$ cat src/rtl/mlp_pkg.sv
// Shared definitions for the MLP datapath blocks.
//   word_width : default data/weight/bias word width in bits
//   frac_width : default number of fractional bits in a word
//   nd_state_t : neuron_driver sequencing state, 3-bit encoding
package mlp_pkg;

  localparam int unsigned word_width = 16;
  localparam int unsigned frac_width = 8;

  typedef enum logic [2:0] {
    IDLE = 3'd0,
    LOAD = 3'd1,
    FIRE = 3'd2,
    WAIT = 3'd3,
    HOLD = 3'd4
  } nd_state_t;

endpackage

$ cat src/rtl/Register.sv
// Generic storage register with load enable.
//   clk : clock, rising edge
//   rst : asynchronous active-high reset, clears q
//   en  : load d into q on the next rising edge
//   d   : data in
//   q   : stored value
module Register #(
  parameter int width = 16
) (
  input  logic             clk,
  input  logic             rst,
  input  logic             en,
  input  logic [width-1:0] d,
  output logic [width-1:0] q
);

  always_ff @(posedge clk or posedge rst) begin
    if (rst)     q <= '0;
    else if (en) q <= d;
  end

endmodule

$ cat src/rtl/neuron_driver_ctrl.sv
// Sequencer for neuron_driver: collects input beats, pulses the neuron out
// of reset, waits (with timeout) for its result and hands it downstream.
//   clk, rst, clk_en : clock, async active-high reset, clock enable
//   in_valid         : upstream beat offered
//   nrn_ready        : neuron result valid
//   out_ready        : downstream accepts result
//   in_ready         : beat can be accepted this cycle
//   beat             : beat transfers on this edge
//   beat_idx         : lane index of the current beat
//   capture          : load neuron result on this edge
//   nrn_rst          : neuron reset/hold
//   out_valid, busy  : result held / not idle
//   error            : sticky neuron timeout flag
//
// state | meaning
// IDLE  | waiting for beat 0, buses keep last vector
// LOAD  | collecting beats 1..number_of_input-1
// FIRE  | one enabled cycle, neuron still in reset
// WAIT  | neuron running, waiting for nrn_ready or timeout
// HOLD  | result presented until out_ready
module neuron_driver_ctrl
  import mlp_pkg::*;
#(
  parameter int number_of_input       = 2,
  parameter int clog2_number_of_input = 1,
  parameter int timeout               = 2*number_of_input+4
) (
  input  logic                             clk,
  input  logic                             rst,
  input  logic                             clk_en,
  input  logic                             in_valid,
  input  logic                             nrn_ready,
  input  logic                             out_ready,
  output logic                             in_ready,
  output logic                             beat,
  output logic [clog2_number_of_input-1:0] beat_idx,
  output logic                             capture,
  output logic                             nrn_rst,
  output logic                             out_valid,
  output logic                             busy,
  output logic                             error
);

  localparam int cnt_w = (timeout < 2) ? 1 : $clog2(timeout);
  localparam logic [clog2_number_of_input-1:0] last_idx =
    clog2_number_of_input'(number_of_input - 1);
  localparam logic [cnt_w-1:0] last_cnt = cnt_w'(timeout - 1);

  nd_state_t                        state, state_nxt;
  logic [clog2_number_of_input-1:0] idx, idx_nxt;
  logic [cnt_w-1:0]                 wait_cnt, wait_cnt_nxt;
  logic                             err_nxt;

  always_ff @(posedge clk or posedge rst) begin
    if (rst) begin
      state    <= IDLE;
      idx      <= '0;
      wait_cnt <= '0;
      error    <= 1'b0;
    end else if (clk_en) begin
      state    <= state_nxt;
      idx      <= idx_nxt;
      wait_cnt <= wait_cnt_nxt;
      error    <= err_nxt;
    end
  end

  // in_ready folds in clk_en so a beat can only transfer on an edge that
  // actually updates the storage.
  assign in_ready  = (state == IDLE || state == LOAD) && clk_en && !rst;
  assign beat      = in_valid && in_ready;
  assign beat_idx  = idx;
  assign nrn_rst   = (state == IDLE) || (state == LOAD) || (state == FIRE);
  assign out_valid = (state == HOLD);
  assign busy      = (state != IDLE);

  always_comb begin
    state_nxt    = state;
    idx_nxt      = idx;
    wait_cnt_nxt = wait_cnt;
    err_nxt      = error;
    capture      = 1'b0;
    case (state)
      IDLE: begin
        if (beat) begin
          if (number_of_input == 1) begin
            state_nxt = FIRE;
          end else begin
            state_nxt = LOAD;
            idx_nxt   = clog2_number_of_input'(1);
          end
        end
      end
      LOAD: begin
        if (beat) begin
          if (idx == last_idx) begin
            state_nxt = FIRE;
            idx_nxt   = '0;
          end else begin
            idx_nxt = idx + 1'b1;
          end
        end
      end
      FIRE: begin
        state_nxt    = WAIT;
        wait_cnt_nxt = '0;
      end
      WAIT: begin
        if (nrn_ready) begin
          capture   = clk_en;
          state_nxt = HOLD;
        end else if (wait_cnt == last_cnt) begin
          err_nxt   = 1'b1;
          state_nxt = IDLE;
        end else begin
          wait_cnt_nxt = wait_cnt + 1'b1;
        end
      end
      HOLD: begin
        if (out_ready) state_nxt = IDLE;
      end
      default: state_nxt = IDLE;
    endcase
  end

endmodule

$ cat src/rtl/neuron_driver.sv
// Feeds one neuron: gathers number_of_input (data, weight) beats plus a
// bias, releases the neuron from reset and returns its result downstream.
//   clk, rst, clk_en        : clock, async active-high reset, clock enable
//   in_valid/in_ready       : input beat handshake
//   in_data, in_weight      : beat words, lane = beat index
//   in_bias                 : bias, taken from beat 0 only
//   nrn_datas, nrn_weights  : packed lane buses to the neuron
//   nrn_bias, nrn_rst       : neuron bias and reset/hold
//   nrn_result, nrn_ready   : neuron result and its valid
//   out_valid/out_ready     : result handshake
//   out_result              : captured neuron result
//   busy, error             : not idle / sticky timeout
// m is carried for the neuron's fixed-point format; nothing here uses it.
module neuron_driver
  import mlp_pkg::*;
#(
  parameter int n                     = word_width,
  parameter int m                     = frac_width,
  parameter int number_of_input       = 2,
  parameter int clog2_number_of_input = 1,
  parameter int timeout               = 2*number_of_input+4
) (
  input  logic                         clk,
  input  logic                         rst,
  input  logic                         clk_en,
  input  logic                         in_valid,
  output logic                         in_ready,
  input  logic [n-1:0]                 in_data,
  input  logic [n-1:0]                 in_weight,
  input  logic [n-1:0]                 in_bias,
  output logic [number_of_input*n-1:0] nrn_datas,
  output logic [number_of_input*n-1:0] nrn_weights,
  output logic [n-1:0]                 nrn_bias,
  output logic                         nrn_rst,
  input  logic [n-1:0]                 nrn_result,
  input  logic                         nrn_ready,
  output logic                         out_valid,
  input  logic                         out_ready,
  output logic [n-1:0]                 out_result,
  output logic                         busy,
  output logic                         error
);

  logic                             beat;
  logic                             capture;
  logic [clog2_number_of_input-1:0] beat_idx;

  neuron_driver_ctrl #(
    .number_of_input       (number_of_input),
    .clog2_number_of_input (clog2_number_of_input),
    .timeout               (timeout)
  ) u_ctrl (
    .clk       (clk),
    .rst       (rst),
    .clk_en    (clk_en),
    .in_valid  (in_valid),
    .nrn_ready (nrn_ready),
    .out_ready (out_ready),
    .in_ready  (in_ready),
    .beat      (beat),
    .beat_idx  (beat_idx),
    .capture   (capture),
    .nrn_rst   (nrn_rst),
    .out_valid (out_valid),
    .busy      (busy),
    .error     (error)
  );

  for (genvar k = 0; k < number_of_input; k++) begin : g_lane
    logic lane_we;
    assign lane_we = beat && (beat_idx == clog2_number_of_input'(k));

    Register #(.width(n)) u_data (
      .clk (clk), .rst (rst), .en (lane_we),
      .d   (in_data), .q (nrn_datas[k*n +: n])
    );
    Register #(.width(n)) u_weight (
      .clk (clk), .rst (rst), .en (lane_we),
      .d   (in_weight), .q (nrn_weights[k*n +: n])
    );
  end

  Register #(.width(n)) u_bias (
    .clk (clk), .rst (rst), .en (beat && (beat_idx == '0)),
    .d   (in_bias), .q (nrn_bias)
  );

  Register #(.width(n)) u_result (
    .clk (clk), .rst (rst), .en (capture),
    .d   (nrn_result), .q (out_result)
  );

endmodule

$ cat config.mk
export PLATFORM = sky130hd
export DESIGN_NAME = neuron_driver
export DESIGN_NICKNAME = d
export VERILOG_FILES = /design/src/rtl/mlp_pkg.sv /design/src/rtl/Register.sv /design/src/rtl/neuron_driver_ctrl.sv /design/src/rtl/neuron_driver.sv
export SDC_FILE = /design/constraint.sdc
export NUM_CORES = 1
export LEC_CHECK = 0
export ABC_AREA = 1
export CAP_MARGIN = 20
export CORE_MARGIN = 2
export CORE_UTILIZATION = 40
export CTS_CLUSTER_SIZE = 28
export DETAILED_ROUTE_END_ITERATION = 8
export HOLD_SLACK_MARGIN = 0.03
export PLACE_DENSITY = 0.81
export RECOVER_POWER = 100
export SYNTH_ARGS = -nofsm -noshare
export SYNTH_HDL_FRONTEND = slang
export SYNTH_SLANG_ARGS = --single-unit
$ cat constraint.sdc
create_clock -name clk -period 5 [get_ports clk]
set_input_delay 1 -clock clk [delete_from_list [all_inputs] [get_ports clk]]
set_output_delay 1 -clock clk [all_outputs]
set_load 0.01 [all_outputs]
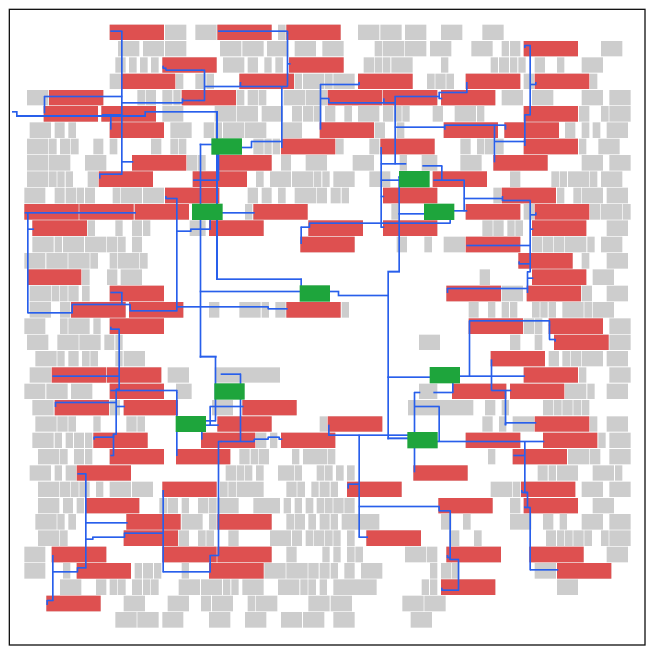
(clock wires, drivers and flops)
(6 px per um)
[red] flip-flops | count: 104
[green] clock drivers | count: 9
[blue] clock wires | length: 1,170 um
routed clock nets	10
flops lie	widely spread

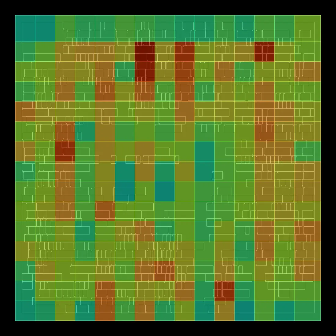
(track usage over the die)
M1 GR Usage: 23.6%
GRT met3 Usage: 5.26%
most used routing layer in global routing: met2
routed length per instance: 13.0 um
met2 Usage GRT: 29.1%

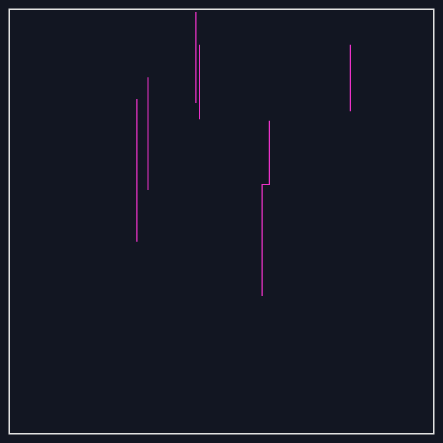
(met4 routing)
(4 px per um)
wire length on this layer	166 um
share of all routed wire	1.7%
nets with wire on the layer	5
longest straight run	35.4 um

==> notes.md <==
run results: run status completed, hold path start u_ctrl.error, main area contributors sky130_fd_sc_hd__dfrtp_1, sky130_fd_sc_hd__nand2_1, sky130_fd_sc_hd__o21ai_0, sequential cell count 104, Plain + repair buffers between 150 and 200, number of buffers inserted during clock tree synthesis 9, net switching power 1.13 mW, Yosys Instances approximately 440, DIE WIDTH between 100 and 150 um, sequential cell area in the final layout 2600 um2, synthesized-area fraction occupied by adder cells 0.605%, initial antenna violation count 1, Clock Skew 11.0 ps, total met3 wirelength after detailed routing between 700 and 800 um, hpwl dp around 7000 um, total track usage between 15 and 20%, Max-area cell share a little over three fifths, maximum ir drop on the vdd rail between 0.2 and 0.3 mV, number of top-level design ports around 170, # nets final 675, cell type with the largest total area after synthesis sky130_fd_sc_hd__dfrtp_1, Fin. Hold Viols 0, CP Class input port to primary output, cell class ranked first by area registers, wire length of the first global-routing pass between 15,000 and 20,000 um, routed wl met2 4680 um, async set-reset flop share out of synthesis 100%, number of rows created at floorplan 37, fin worst setup slack 958 ps, P per Cell Area ~540 nW/um2, Power Sequential 1.42 mW, largest fanout on the critical path 4, flops out of synthesis 104, placeable core area 10,200 um2, post-CTS setup buffer count 0, Post-synth EDFFs 0, cell area after synthesis 4140 um2, Pre-antenna DRT Iters 4, Worst Hold Depth 1, biggest registers after layout g_lane.u_data.q (32), g_lane.u_weight.q (32), final cell area excluding filler cells 6100 um2, slowest stage cell, crit path sky130_fd_sc_hd__dlygate4sd3_1, maximum number of pins on one net before global-route repair between 90 and 100, CP bufs+invs 3, slew margin rel. under 10%, length in cells of the worst reg-to-reg path 3, design internal power around 2.2 mW, most prevalent standard cell on the critical path sky130_fd_sc_hd__dlygate4sd3_1, final period utilization between 80% and 90%, chip area 11,200 um2, RSZ-0062 raised after global routing false, top power group registers, violation count after the first detailed-routing iteration around 150, launch instance of the worst register-to-register path u_ctrl.state[2], cell types with the highest counts after synthesis sky130_fd_sc_hd__nand2_1, sky130_fd_sc_hd__dfrtp_1, sky130_fd_sc_hd__inv_1, commonest cells after routing, fill and taps aside sky130_fd_sc_hd__nand2_1, sky130_fd_sc_hd__dfrtp_1, sky130_fd_sc_hd__dlygate4sd3_1, antenna cell count 1, Worst Hold Class register to register, uppermost metal layer occupied by signal nets met4, buffer type at the clock tree root sky130_fd_sc_hd__clkbuf_8, post_cts resized 0, cts-stage hold buffer count 0, kind of launch point of the worst setup path input port, static leakage between 3 and 4 nW, clock power share 17.2%, capturing point of the worst reg2reg path g_lane[0].u_weight.q[10], largest family of logic cells by area simple AND/OR/NAND/NOR gates, Critical Path End in_ready, final-layout non-clock buffer area share between 20% and 30%, required time of the critical path 4000 ps, worst endpoint data arrival time 3040 ps, final core area utilization 59.9%, initial core utilization 40.6%, via count between 3,000 and 4,000, synthesized instance count roughly 440, clk tree area frac 3.59%, number of sinks handled by clock tree synthesis between 100 and 150, Most common reg cell sky130_fd_sc_hd__dfrtp_1, flop share of the area 42.7%, proportion of layout cells with a drive suffix above 1 3.45%, share of the synthesized netlist area taken by xor and xnor gates 0%, family of cells with the greatest summed delay on the critical path buffers and inverters, mux cell area share after synthesis 0%, yosys-reported design area after synthesis 4140 um2, pins over their slew limit 0, post-placement cell count 728, vias per cell approximately 4.6, number of violations of the max-capacitance limit 0, worst stage delay on the critical path 720 ps, sum of overflow across all layers after global routing 0, proportion of cell area occupied by multi-input gates a little under a fifth, relative contribution of sequential cells to total power between 40% and 50%, worst slack on hold paths 478 ps, Worst-Skew Late Latency about 360 ps, Multi-input comb cells around 240, library cell with the highest instance count after synthesis sky130_fd_sc_hd__nand2_1, fraction of power spent switching nets around a third, Logic pwr share between 30% and 40%, most common cell after layout, fill and taps aside sky130_fd_sc_hd__nand2_1, Routed Wire Length approximately 9700 um, FF-to-FF setup slack around 2300 ps, clock buffer depth 2, sequential share of the synthesized area 62.9%, Max Clock Freq roughly 0.25 GHz, total of fill cells in the finished design between 800 and 900, average size of a mapped cell around 9.4 um2, logic area approximately 1100 um2, simple-gate share of the synthesized area 14.1%, count of port buffers added during placement roughly 170, actual transition at the worst max-transition pin around 1400 ps, tapcells inserted between 100 and 150, worst setup path startpoint rst, non-filler cells, final between 700 and 800, number of inverters outside the clock class in the layout roughly 73, register clock-pin slew on the reported worst setup and hold paths ~90 ps, power in the clock group ~0.57 mW, number of gates on the worst path with buffers counted 5, CTS tree done, H-tree level count 3
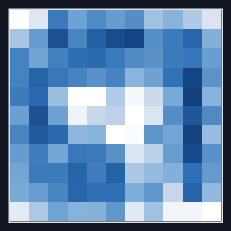
(placement density heat map)
(2 px per um) The die is cut into 11 by 11 equal tiles; white is low, dark blue is high, 0 to 100% covered.
densest ninth of the die	top middle
mean over tiles	53%
emptiest ninth of the die	middle

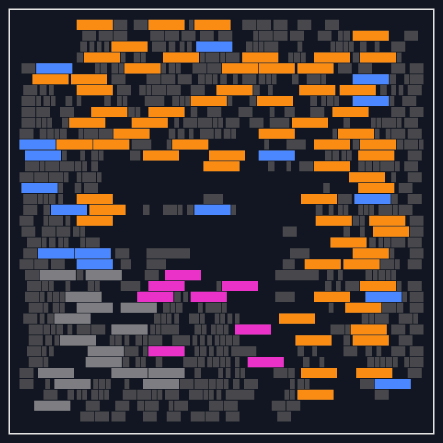
(flops by top-level scope)
(4 px per um) Other sequential cells in the stronger grey, the rest of the logic in the fainter grey.
colour	scope	sequential cells
magenta	u_ctrl	8
orange	g_lane	64
blue	u_bias	16
not coloured	16

Power is estimated from default activity; no workload was simulated.
